===== config.mk =====
export PLATFORM = sky130hd
export DESIGN_NAME = ps2_key_decoder_flat
export DESIGN_NICKNAME = d
export VERILOG_FILES = /design/src/rtl/ps2_key_decoder_if.sv /design/src/rtl/ps2_key_decoder.sv /design/src/flat_wrapper.sv
export SDC_FILE = /design/constraint.sdc
export NUM_CORES = 1
export LEC_CHECK = 0
export CAP_MARGIN = 20
export CORE_MARGIN = 1
export CORE_UTILIZATION = 30
export CTS_BUF_LIST = sky130_fd_sc_hd__clkbuf_4 sky130_fd_sc_hd__clkbuf_8
export CTS_CLUSTER_SIZE = 25
export DETAILED_ROUTE_END_ITERATION = 7
export PLACE_DENSITY_LB_ADDON = 0.3
export SETUP_SLACK_MARGIN = 0.4
export SYNTH_ARGS = -nofsm -noshare
export SYNTH_HDL_FRONTEND = slang
export SYNTH_SLANG_ARGS = --single-unit

===== constraint.sdc =====
create_clock -name clk_i -period 3.5 [get_ports clk_i]
set_input_delay 0.7 -clock clk_i [delete_from_list [all_inputs] [get_ports clk_i]]
set_output_delay 0.7 -clock clk_i [all_outputs]
set_load 0.05 [all_outputs]

===== src/rtl/ps2_key_decoder_if.sv =====
// Purpose : groups the byte-input strobe and the event-FIFO read port of ps2_key_decoder.
// Ports   : in_valid/in_data/in_parity_ok (received byte), ev_valid/ev_data/ev_count/ev_pop (event FIFO head).
// Modports: master = byte source / event consumer, slave = the decoder itself.
interface ps2_key_decoder_if;
  logic       in_valid;
  logic [7:0] in_data;
  logic       in_parity_ok;
  logic       ev_valid;
  logic [9:0] ev_data;   // {ext, rel, code[7:0]}
  logic       ev_pop;
  logic [3:0] ev_count;

  modport master (
    output in_valid, in_data, in_parity_ok, ev_pop,
    input  ev_valid, ev_data, ev_count
  );

  modport slave (
    input  in_valid, in_data, in_parity_ok, ev_pop,
    output ev_valid, ev_data, ev_count
  );
endinterface


===== src/rtl/ps2_key_decoder.sv =====
// Purpose : PS/2 set-2 scancode decoder; turns make/break/extended/pause byte sequences into {ext,rel,code} events in an 8-deep FWFT FIFO.
// Latency : event visible on ev_valid/ev_data the cycle after the in_valid edge that completes it.
// Backpressure: none on input (every in_valid accepted); a full FIFO drops the event and sets sticky ovf_o.
// Ports   : clk_i, rst_i (sync, active-high), clr_flags_i, err_o, ovf_o, bus (ps2_key_decoder_if.slave).
module ps2_key_decoder (
  input  logic                     clk_i,
  input  logic                     rst_i,
  input  logic                     clr_flags_i,
  output logic                     err_o,
  output logic                     ovf_o,
  ps2_key_decoder_if.slave         bus
);

  localparam logic [7:0] BYTE_E0 = 8'hE0;
  localparam logic [7:0] BYTE_F0 = 8'hF0;
  localparam logic [7:0] BYTE_E1 = 8'hE1;
  localparam logic [7:0] BYTE_00 = 8'h00;
  localparam logic [7:0] BYTE_FF = 8'hFF;

  typedef enum logic [2:0] {
    ST_IDLE  = 3'd0,
    ST_E0    = 3'd1,
    ST_F0    = 3'd2,
    ST_E0F0  = 3'd3,
    ST_PAUSE = 3'd4
  } state_t;

  state_t     state_q, state_d;
  logic [2:0] skip_q, skip_d;
  logic       push;
  logic [9:0] push_dat;
  logic       err_set;

  logic [9:0] mem_q [8];
  logic [2:0] wr_ptr_q, rd_ptr_q;
  logic [3:0] count_q, count_d;
  logic       err_q, ovf_q;
  logic       do_pop, do_push, ovf_set;

  // Decoder next-state / push generation
  always_comb begin
    state_d  = state_q;
    skip_d   = skip_q;
    push     = 1'b0;
    push_dat = 10'd0;
    err_set  = 1'b0;
    if (bus.in_valid) begin
      if (!bus.in_parity_ok) begin
        err_set = 1'b1;
        state_d = ST_IDLE;
        skip_d  = 3'd0;
      end else if (bus.in_data == BYTE_00 || bus.in_data == BYTE_FF) begin
        // keyboard overrun codes abort whatever sequence was in progress
        err_set = 1'b1;
        state_d = ST_IDLE;
        skip_d  = 3'd0;
      end else begin
        unique case (state_q)
          ST_IDLE: begin
            if (bus.in_data == BYTE_E0) begin
              state_d = ST_E0;
            end else if (bus.in_data == BYTE_F0) begin
              state_d = ST_F0;
            end else if (bus.in_data == BYTE_E1) begin
              state_d = ST_PAUSE;
              skip_d  = 3'd7;
            end else begin
              push     = 1'b1;
              push_dat = {2'b00, bus.in_data};
            end
          end
          ST_E0: begin
            if (bus.in_data == BYTE_F0) begin
              state_d = ST_E0F0;
            end else if (bus.in_data != BYTE_E0) begin
              push     = 1'b1;
              push_dat = {2'b10, bus.in_data};
              state_d  = ST_IDLE;
            end
          end
          ST_F0, ST_E0F0: begin
            state_d = ST_IDLE;
            if (bus.in_data == BYTE_E0 || bus.in_data == BYTE_F0 || bus.in_data == BYTE_E1) begin
              err_set = 1'b1;
            end else begin
              push     = 1'b1;
              push_dat = {(state_q == ST_E0F0), 1'b1, bus.in_data};
            end
          end
          ST_PAUSE: begin
            // the 7 trailing pause bytes are not decoded, only counted
            skip_d = skip_q - 3'd1;
            if (skip_q == 3'd1) begin
              push     = 1'b1;
              push_dat = {2'b10, 8'h77};
              state_d  = ST_IDLE;
            end
          end
          default: state_d = ST_IDLE;
        endcase
      end
    end
  end

  // FIFO control: a pop on empty is ignored; a pop at full frees the slot for a same-cycle push
  always_comb begin
    do_pop  = bus.ev_pop && (count_q != 4'd0);
    do_push = push && ((count_q != 4'd8) || do_pop);
    ovf_set = push && !do_push;
    count_d = count_q + {3'd0, do_push} - {3'd0, do_pop};
  end

  always_ff @(posedge clk_i) begin
    if (rst_i) begin
      state_q  <= ST_IDLE;
      skip_q   <= 3'd0;
      wr_ptr_q <= 3'd0;
      rd_ptr_q <= 3'd0;
      count_q  <= 4'd0;
      err_q    <= 1'b0;
      ovf_q    <= 1'b0;
    end else begin
      state_q <= state_d;
      skip_q  <= skip_d;
      count_q <= count_d;
      if (do_push) wr_ptr_q <= wr_ptr_q + 3'd1;
      if (do_pop)  rd_ptr_q <= rd_ptr_q + 3'd1;
      // a new event in the same cycle as clr_flags keeps the flag set
      if (err_set)          err_q <= 1'b1;
      else if (clr_flags_i) err_q <= 1'b0;
      if (ovf_set)          ovf_q <= 1'b1;
      else if (clr_flags_i) ovf_q <= 1'b0;
    end
  end

  // Storage carries no reset; only pointer/count state decides what is valid
  always_ff @(posedge clk_i) begin
    if (do_push && !rst_i) mem_q[wr_ptr_q] <= push_dat;
  end

  assign bus.ev_valid = (count_q != 4'd0);
  assign bus.ev_data  = mem_q[rd_ptr_q];
  assign bus.ev_count = count_q;
  assign err_o        = err_q;
  assign ovf_o        = ovf_q;

endmodule


===== src/flat_wrapper.sv =====
// flat-port wrapper written by rule: the top's interface ports become plain ports
module ps2_key_decoder_flat 
  (clk_i, rst_i, clr_flags_i, err_o, ovf_o, bus_in_valid, bus_in_data, bus_in_parity_ok, bus_ev_pop, bus_ev_valid, bus_ev_data, bus_ev_count);
  ps2_key_decoder_if bus_i ();
  input  logic clk_i;
  input  logic rst_i;
  input  logic clr_flags_i;
  output logic err_o;
  output logic ovf_o;
  input wire logic [$bits(bus_i.in_valid)-1:0] bus_in_valid;
  input wire logic [$bits(bus_i.in_data)-1:0] bus_in_data;
  input wire logic [$bits(bus_i.in_parity_ok)-1:0] bus_in_parity_ok;
  input wire logic [$bits(bus_i.ev_pop)-1:0] bus_ev_pop;
  output wire logic [$bits(bus_i.ev_valid)-1:0] bus_ev_valid;
  output wire logic [$bits(bus_i.ev_data)-1:0] bus_ev_data;
  output wire logic [$bits(bus_i.ev_count)-1:0] bus_ev_count;
  assign bus_i.in_valid = bus_in_valid;
  assign bus_i.in_data = bus_in_data;
  assign bus_i.in_parity_ok = bus_in_parity_ok;
  assign bus_i.ev_pop = bus_ev_pop;
  assign bus_ev_valid = bus_i.ev_valid;
  assign bus_ev_data = bus_i.ev_data;
  assign bus_ev_count = bus_i.ev_count;
  ps2_key_decoder u_core (.clk_i(clk_i), .rst_i(rst_i), .clr_flags_i(clr_flags_i), .err_o(err_o), .ovf_o(ovf_o), .bus(bus_i));
endmodule

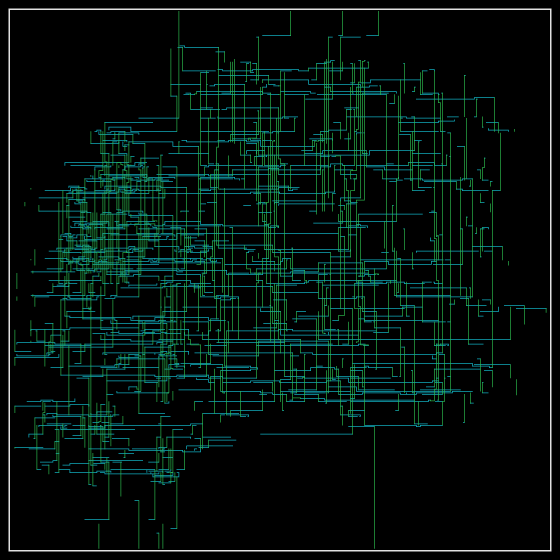
(run_1/layers.png)
Two of the layers only.
legend:
  cyan:
    layer: M1
    wire_length: 4440 um
  green:
    layer: M2
    wire_length: 4420 um

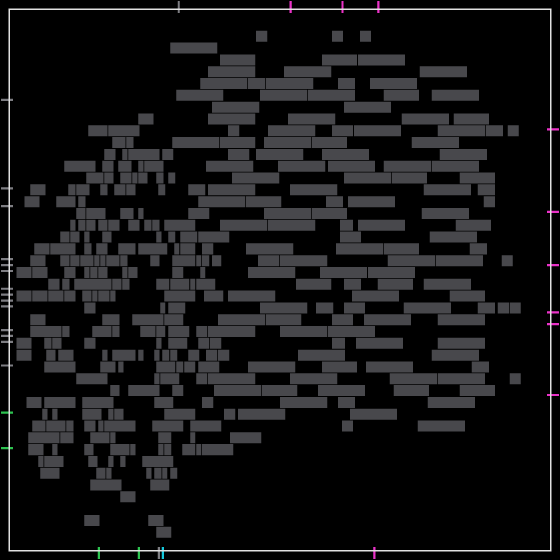
(run_1/pinout.png)
Pins as bars across the die edge, other pins in gray.
legend:
  magenta:
    port: bus_ev_data
    pins: 10
    direction: output
    edge: 6 right, 3 top, 1 bottom
  green:
    port: bus_ev_count
    pins: 4
    direction: output
    edge: 2 bottom, 2 left
  cyan:
    port: bus_ev_valid
    pins: 1
    direction: output
    edge: bottom
all pins by edge: 16 left, 6 right, 5 bottom, 4 top
Die W: 124 um
die outline height: 124 um

==> flow_metrics.env, run 1 <==
# physical design summary
export IMPL_synth_nets=318
export IMPL_slew_headroom_pct=50.7
export IMPL_dp_cells=508
export IMPL_cp_max_fo=20
export IMPL_fp_utilization_pct=30.8
export IMPL_warnings=29
export IMPL_numPortBuffers=30
export IMPL_dpl_hpwl_um=6030
export IMPL_cp_end_kind="output port"
export IMPL_avgSynthCellArea_um2=15.3
export IMPL_clock_sinks=101
export IMPL_fp_coreArea_um2=14600
export IMPL_cap_violations=0
export IMPL_route_detailed_drc=0
export IMPL_rows=44
export IMPL_tightest_slew_ns=0.739
export IMPL_vias=2606
export IMPL_ys_seq_share_pct=62.8
export IMPL_dp_slack_ns=0.358
export IMPL_critical_path_class="register to output port"
export IMPL_cts_buffer_depth=2
export IMPL_p_per_area_nw_per_um2=592
export IMPL_grt_use_total_pct=12.5
export IMPL_ys_area_um2=4490
export IMPL_fmax_mhz=352
export IMPL_nNetsFinal=360
export IMPL_flop_cell="edfxtp_1"
export IMPL_layout_cells_non_filler=524
export IMPL_status="finished clean"
export IMPL_p_leak_nw=1.78
export IMPL_pin_count=31
export IMPL_grt_start_max_net_pins=21
export IMPL_chip_area_um2=15500
export IMPL_netlist_area_leader_share_pct=53.5
export IMPL_setup_ws_ns=0.659
export IMPL_syn_area_um2=4490
export IMPL_hold_viol=0
export IMPL_gp_congestion=0.860
export IMPL_diodes=0
export IMPL_clkTransAtPathRegs_ns=0.11
export IMPL_insertion_delay_ns=0.37
export IMPL_reg2reg_setup_slack_ns=1.05
export IMPL_max_vdd_ir_drop_mv=0.406
export IMPL_num_fill_cells=1399
export IMPL_syn_inst=293
export IMPL_min_period_over_period_pct=81.2
export IMPL_synth_warnings=0
export IMPL_ctsHoldBuffers=0
export IMPL_endpoint="bus_ev_data[6]"
export IMPL_reg2reg_to="u_core.bus.ev_count[1]$_SDFF_PP0_"
export IMPL_setup_viol=0
export IMPL_maxSlewViolCount=0
export IMPL_synth_top_cell_by_area="edfxtp_1"
export IMPL_hold_class="register to register"
export IMPL_cts_resized=0
export IMPL_period_needed_ns=2.84
export IMPL_post_cts_buffers=0
export IMPL_h_tree_depth=3
export IMPL_drt_first_iter_violations=167
export IMPL_cts_root_buf="clkbuf_8"
export IMPL_topCellsByArea="edfxtp_1 53%, mux4_2 10%, dfxtp_1 9.4%"
export IMPL_first_pass_iters=4
export IMPL_grt_overflow=0
export IMPL_cp_arrival_ns=2.14
export IMPL_area_delta_synth_final_pct=17.0
export IMPL_antenna_found_initial=0
export IMPL_r2r_start="u_core.state_q[2]$_SDFFE_PP0P_"
export IMPL_edf_count=80
export IMPL_route_detailed_wl_per_inst_um=17.6
export IMPL_worstHoldStart="u_core.err_o$_SDFFE_PP0P_"
export IMPL_comb_area_um2=1580
export IMPL_rsz0062_at_grt="false"
export IMPL_cts_tree="built"
export IMPL_flop_area_um2=2820
export IMPL_rr_worst_depth=8
export IMPL_layout_drive_gt1_share_pct=26.5
export IMPL_ant_nets=0
export IMPL_yosysUniqueCellTypes=55
export IMPL_grt_pass1_wl_um=14800
export IMPL_fin_setup_tns_ns=0
export IMPL_worstPathRequired_ns=2.80
export IMPL_clock_skew_final_ns=0.0123
export IMPL_wl_um=9250
export IMPL_via_per_inst=4.97
export IMPL_start_kind="register"
export IMPL_numSynthFlops=101
export IMPL_async_reset_ff_share_pct=0
export IMPL_yosys_cells=293
export IMPL_grt_pass1_vias=2668
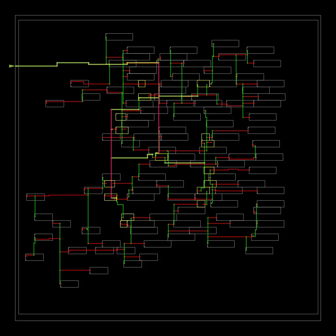
(run_1/clock_nets.png)
clk pwr: 727 uW
total CTS buffers: 9

==> run 1: synthesized netlist by cell type (all sizes together), types with 6 or more instances <==
cell    instances
edfxtp         80
nand3           9
buf             8
ha             10
mux2           11
nor2b           6
dfxtp          21
mux4           20
nor4           10
inv            13
nor2           12
a21oi          11
nand2          17
==> run 1: per-stage QoR <==
step                      power, mW  area, um2  utilization (%)  hold slack, ns
after floorplan                2.15       4490                -           0.451
after global placement         2.42       5070             34.7           0.463
after detailed placement       2.43       5070             34.7           0.470
after CTS                      3.15       5260             36.0           0.492
after global routing           3.29       5260             36.0           0.518
final                          3.11       5260             36.0           0.489
==> run 1: worst min path at each step <==
stage / slack (ns) / cells past startpoint / endpoint
CTS: 0.49 / 2 / u_core.err_o$_SDFFE_PP0P_
detailed placement: 0.47 / 2 / u_core.err_o$_SDFFE_PP0P_
global placement: 0.46 / 2 / u_core.err_o$_SDFFE_PP0P_
global route: 0.52 / 1 / u_core.skip_q[0]$_SDFFE_PP0P_
floorplan: 0.45 / 1 / u_core.skip_q[0]$_SDFFE_PP0P_
finish: 0.49 / 2 / u_core.err_o$_SDFFE_PP0P_
==> run 1: registers in the layout (all words and copies together) (netlist names), named ones only <==
signal	cells
u_core.wr_ptr_q	3
u_core.mem_q	80
u_core.bus.ev_count	4
u_core.ovf_o	1
u_core.err_o	1
u_core.skip_q	3
u_core.rd_ptr_q	3
u_core.state_q	3
==> run 1: cell usage in the layout (no fill, tap or decap), drive strengths merged, types with 10 or more instances in the layout <==
cell type / netlist / final
buf: 8 / 24
ha: 10 / 10
clkdlybuf4s50: 0 / 20
nor2: 12 / 12
edfxtp: 80 / 80
a21oi: 11 / 11
mux2: 11 / 11
nand2: 17 / 17
nor4: 10 / 10
inv: 13 / 17
mux4: 20 / 20
dfxtp: 21 / 21
==> run 1: critical path: stages, from the launching register on <==
cell and delay [ns]:
dfxtp_1 0.32, buf_4 0.37, mux4_2 0.56, mux2_2 0.31, buf_4 0.20
==> run 1: report_power, final <==
part / switching, mW / internal (mW)
clock: 0.449 / 0.278
combinational: 0.596 / 0.417
sequential: 0.0343 / 1.34
==> run 1: final cells by class <==
class	instances	area share [%]
Clock buffer	9	2.36
Clock inverter	7	1.26
Inverter	13	0.976
Multi-Input combinational cell	166	30.1
Sequential cell	101	53.7
Tap cell	184	4.38
Timing Repair Buffer	44	7.24
==> run 1: routing by layer <==
metal	up-vias	part of all wire [%]	global-route usage [%]
li1	1224	-	-
met1	1317	48	16.8
met2	59	48	20.0
met3	6	3.4	3.01
met4	0	0.78	3.54
met5	-	0	0
==> run 1: cells by family after synthesis <==
| kind of cell | share of synthesized area (%) |
|---|---|
| AND/OR/NAND/NOR | 11.5 |
| adder cells (fa/ha/maj) | 3.23 |
| AND-OR/OR-AND | 5.54 |
| buffers and inverters | 2.81 |
| multiplexers | 13.3 |
| flip-flops | 62.8 |
| XOR/XNOR | 0.780 |
==> run 2, diff against run 1 <==
==> constraint.sdc (replaced) <==
create_clock -name clk_i -period 2.8 [get_ports clk_i]
set_input_delay 0.56 -clock clk_i [delete_from_list [all_inputs] [get_ports clk_i]]
set_output_delay 0.56 -clock clk_i [all_outputs]
set_load 0.05 [all_outputs]
==> flow_metrics.env, run 2 <==
# physical design summary
export IMPL_status="finished clean"
export IMPL_warnings=31
export IMPL_hold_ws_ns=0.489
export IMPL_ys_seq_share_pct=62.8
export IMPL_syn_inst=293
export IMPL_fp_utilization_pct=30.8
export IMPL_clkTransAtPathRegs_ns=0.10
export IMPL_cts_tree="built"
export IMPL_yosys_cells=293
export IMPL_ctsHoldBuffers=0
export IMPL_start_kind="register"
export IMPL_gp_congestion=0.807
export IMPL_route_detailed_drc=0
export IMPL_netlist_area_leader_share_pct=53.5
export IMPL_period_needed_ns=2.51
export IMPL_maxSlewViolCount=0
export IMPL_fin_setup_tns_ns=0
export IMPL_final_util_pct=39.3
export IMPL_grt_pass1_wl_um=16500
export IMPL_rr_worst_depth=9
export IMPL_setup_ws_ns=0.289
export IMPL_cp_arrival_ns=1.95
export IMPL_min_period_over_period_pct=89.7
export IMPL_hold_viol=0
export IMPL_fp_coreArea_um2=14600
export IMPL_tightest_slew_ns=0.757
export IMPL_numSynthFlops=101
export IMPL_dieHeight_um=124
export IMPL_hold_depth=2
export IMPL_flop_cell="edfxtp_1"
export IMPL_setup_viol=0
export IMPL_cap_violations=0
export IMPL_ys_area_um2=4490
export IMPL_grt_overflow=0
export IMPL_cts_buffer_depth=2
export IMPL_final_common_cell="edfxtp_1"
export IMPL_route_detailed_wl_per_inst_um=19.0
export IMPL_grt_pass1_vias=2898
export IMPL_edf_count=80
export IMPL_async_reset_ff_share_pct=0
export IMPL_largest_register_ffs=80
export IMPL_cp_max_fo=5
export IMPL_p_int_mw=2.73
export IMPL_insertion_delay_ns=0.37
export IMPL_worstPathRequired_ns=2.24
export IMPL_synth_warnings=0
export IMPL_chip_area_um2=15500
export IMPL_layout_drive_gt1_share_pct=34.7
export IMPL_vias=2687
export IMPL_top_cell="edfxtp_1"
export IMPL_fmax_mhz=398
export IMPL_p_per_area_nw_per_um2=720
export IMPL_grt_use_total_pct=14.1
export IMPL_topCellsByArea="edfxtp_1 53%, mux4_2 10%, dfxtp_1 9.4%"
export IMPL_swShare_pct=33.8
export IMPL_pin_count=31
export IMPL_rows=44
export IMPL_hold_class="register to register"
export IMPL_drt_first_iter_violations=176
export IMPL_wl_um=10400
export IMPL_max_vdd_ir_drop_mv=0.222
export IMPL_ys_top_cells_by_count="80 x edfxtp_1, 21 x dfxtp_1, 20 x mux4_2"
export IMPL_cts_root_buf="clkbuf_8"
export IMPL_antenna_found_initial=0
export IMPL_dp_slack_ns=-0.0882
export IMPL_h_tree_depth=3
export IMPL_via_per_inst=4.91
export IMPL_area_delta_synth_final_pct=27.5
export IMPL_yosysUniqueCellTypes=55
export IMPL_regMostFlops="u_core.mem_q"
export IMPL_num_fill_cells=1328
export IMPL_switchingPower_mw=1.40
export IMPL_dpl_hpwl_um=6990
export IMPL_clkPwrFrac_pct=20.6
export IMPL_cp_end_kind="output port"
export IMPL_synth_nets=318
export IMPL_die_w_um=124
export IMPL_p_seq_share_pct=42.6
export IMPL_layout_top_cells="80 x edfxtp_1, 28 x buf_4, 20 x mux4_2, 17 x dfxtp_1, 15 x nand2_1"
export IMPL_synth_top_cell_by_area="edfxtp_1"
export IMPL_first_pass_iters=4
export IMPL_p_leak_nw=2.01
export IMPL_rsz0062_at_grt="true"
export IMPL_critical_path_class="register to output port"
export IMPL_slew_headroom_pct=49.5
export IMPL_nNetsFinal=384
export IMPL_avgSynthCellArea_um2=15.3
export IMPL_clock_skew_final_ns=0.0201
export IMPL_diodes=0
export IMPL_syn_area_um2=4490
export IMPL_ant_nets=0
export IMPL_grt_start_max_net_pins=21
export IMPL_clock_sinks=101
export IMPL_combPwrFrac_pct=36.8
export IMPL_cts_made_buffers=9
-- run 2: cell types whose count changed in the layout (fill, tap and decap cells not counted), moves of 4 or more --
cell / change
dlymetal6s2s_1: +4
dlygate4sd2_1: +5
mux2_4: +5
nor4_2: -6
buf_6: +7
dfxtp_1: -4
mux2_2: -5
clkdlybuf4s50_1: -9
nor4_4: +6
buf_4: +4
buf_12: +6
-- run 2: metal layers --
| metal | share of wire, % | vias to the layer above | GRT usage [%] |
|---|---|---|---|
| li1 | - | 1265 | - |
| met1 | 48 | 1359 | 18.5 |
| met2 | 47 | 51 | 23.0 |
| met3 | 3.2 | 12 | 3.48 |
| met4 | 1.7 | 0 | 3.83 |
| met5 | 0 | - | 0 |
-- run 2: layout make-up --
cell class	instances	area, um2	share of cell area, %
Sequential cell	101	2840	49.5
Clock inverter	6	46.3	0.808
Timing Repair Buffer	68	743	13.0
Clock buffer	9	124	2.16
Multi-Input combinational cell	166	1700	29.7
Inverter	13	51.3	0.895
Tap cell	184	230	4.02
-- run 2: logic make-up (layout without fill, tap and decap cells) --
| logic type | after synthesis | in the layout | synth area share [%] |
|---|---|---|---|
| mux | 33 | 33 | 13.3 |
| xor+xnor | 4 | 4 | 0.780 |
| flops | 101 | 101 | 62.8 |
| buf+inv | 26 | 96 | 2.81 |
| simple gates | 83 | 83 | 11.5 |
| fa+ha+maj | 11 | 11 | 3.23 |
| compound gates | 35 | 35 | 5.54 |
-- run 2: path summary, 6_finish.rpt --
path	startpoint	endpoint	slack (ns)
worst max-delay path	register	bus_ev_data[5]	0.29
worst min-delay path	u_core.ovf_o$_SDFFE_PP0P_	u_core.ovf_o$_SDFFE_PP0P_	0.49
worst max register to register	u_core.bus.ev_count[2]$_SDFF_PP0_	u_core.mem_q[5][4]$_DFFE_PP_	0.51
worst min register to register	u_core.ovf_o$_SDFFE_PP0P_	u_core.ovf_o$_SDFFE_PP0P_	0.49
-- run 2: what timing repair did --
action / 4_1_cts / 5_1_grt
setup buffers: 1 / 2
resized: 22 / 15
endpoints found under the hold margin: 0 / 0
endpoints found under the setup margin: 110 / 97
pin swaps: 2 / 7
gates cloned: 2 / 2
-- run 2: power groups by stage --
stage | sequential [mW] | combinational [mW] | clock [mW]
final | 1.76 | 1.52 | 0.849
after global routing | 1.77 | 1.64 | 0.933
after CTS | 1.76 | 1.49 | 0.877
after detailed placement | 1.77 | 1.38 | 0
after global placement | 1.77 | 1.35 | 0
after floorplan | 1.85 | 0.900 | 0
-- run 2: critical path: stages (launching register included) --
cell     delay [ns]
dfxtp_4        0.46
buf_12         0.15
mux4_2         0.52
mux2_4         0.30
buf_8          0.15
-- run 2: per-stage QoR --
| stage | cell area, um2 | instances | power (mW) |
|---|---|---|---|
| finish | 5730 | 547 | 4.13 |
| global route | 5730 | 547 | 4.34 |
| CTS | 5630 | 543 | 4.12 |
| detailed placement | 5360 | 525 | 3.14 |
| global placement | 5360 | 525 | 3.12 |
| floorplan | 4620 | 293 | 2.74 |
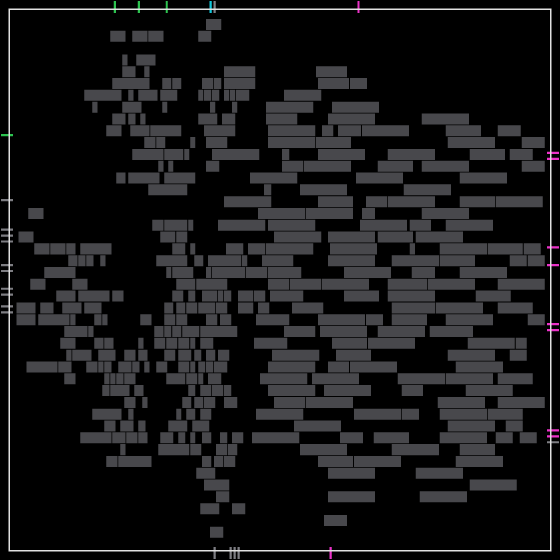
(run_2/pinout.png)
Pins as bars across the die edge, other pins in gray.
legend:
  green:
    port: bus_ev_count
    pins: 4
    direction: output
    edge: 3 top, 1 left
  magenta:
    port: bus_ev_data
    pins: 10
    direction: output
    edge: 8 right, 1 bottom, 1 top
  cyan:
    port: bus_ev_valid
    pins: 1
    direction: output
    edge: top
input/output buffers: 30

Power and IR drop assume default switching activity.
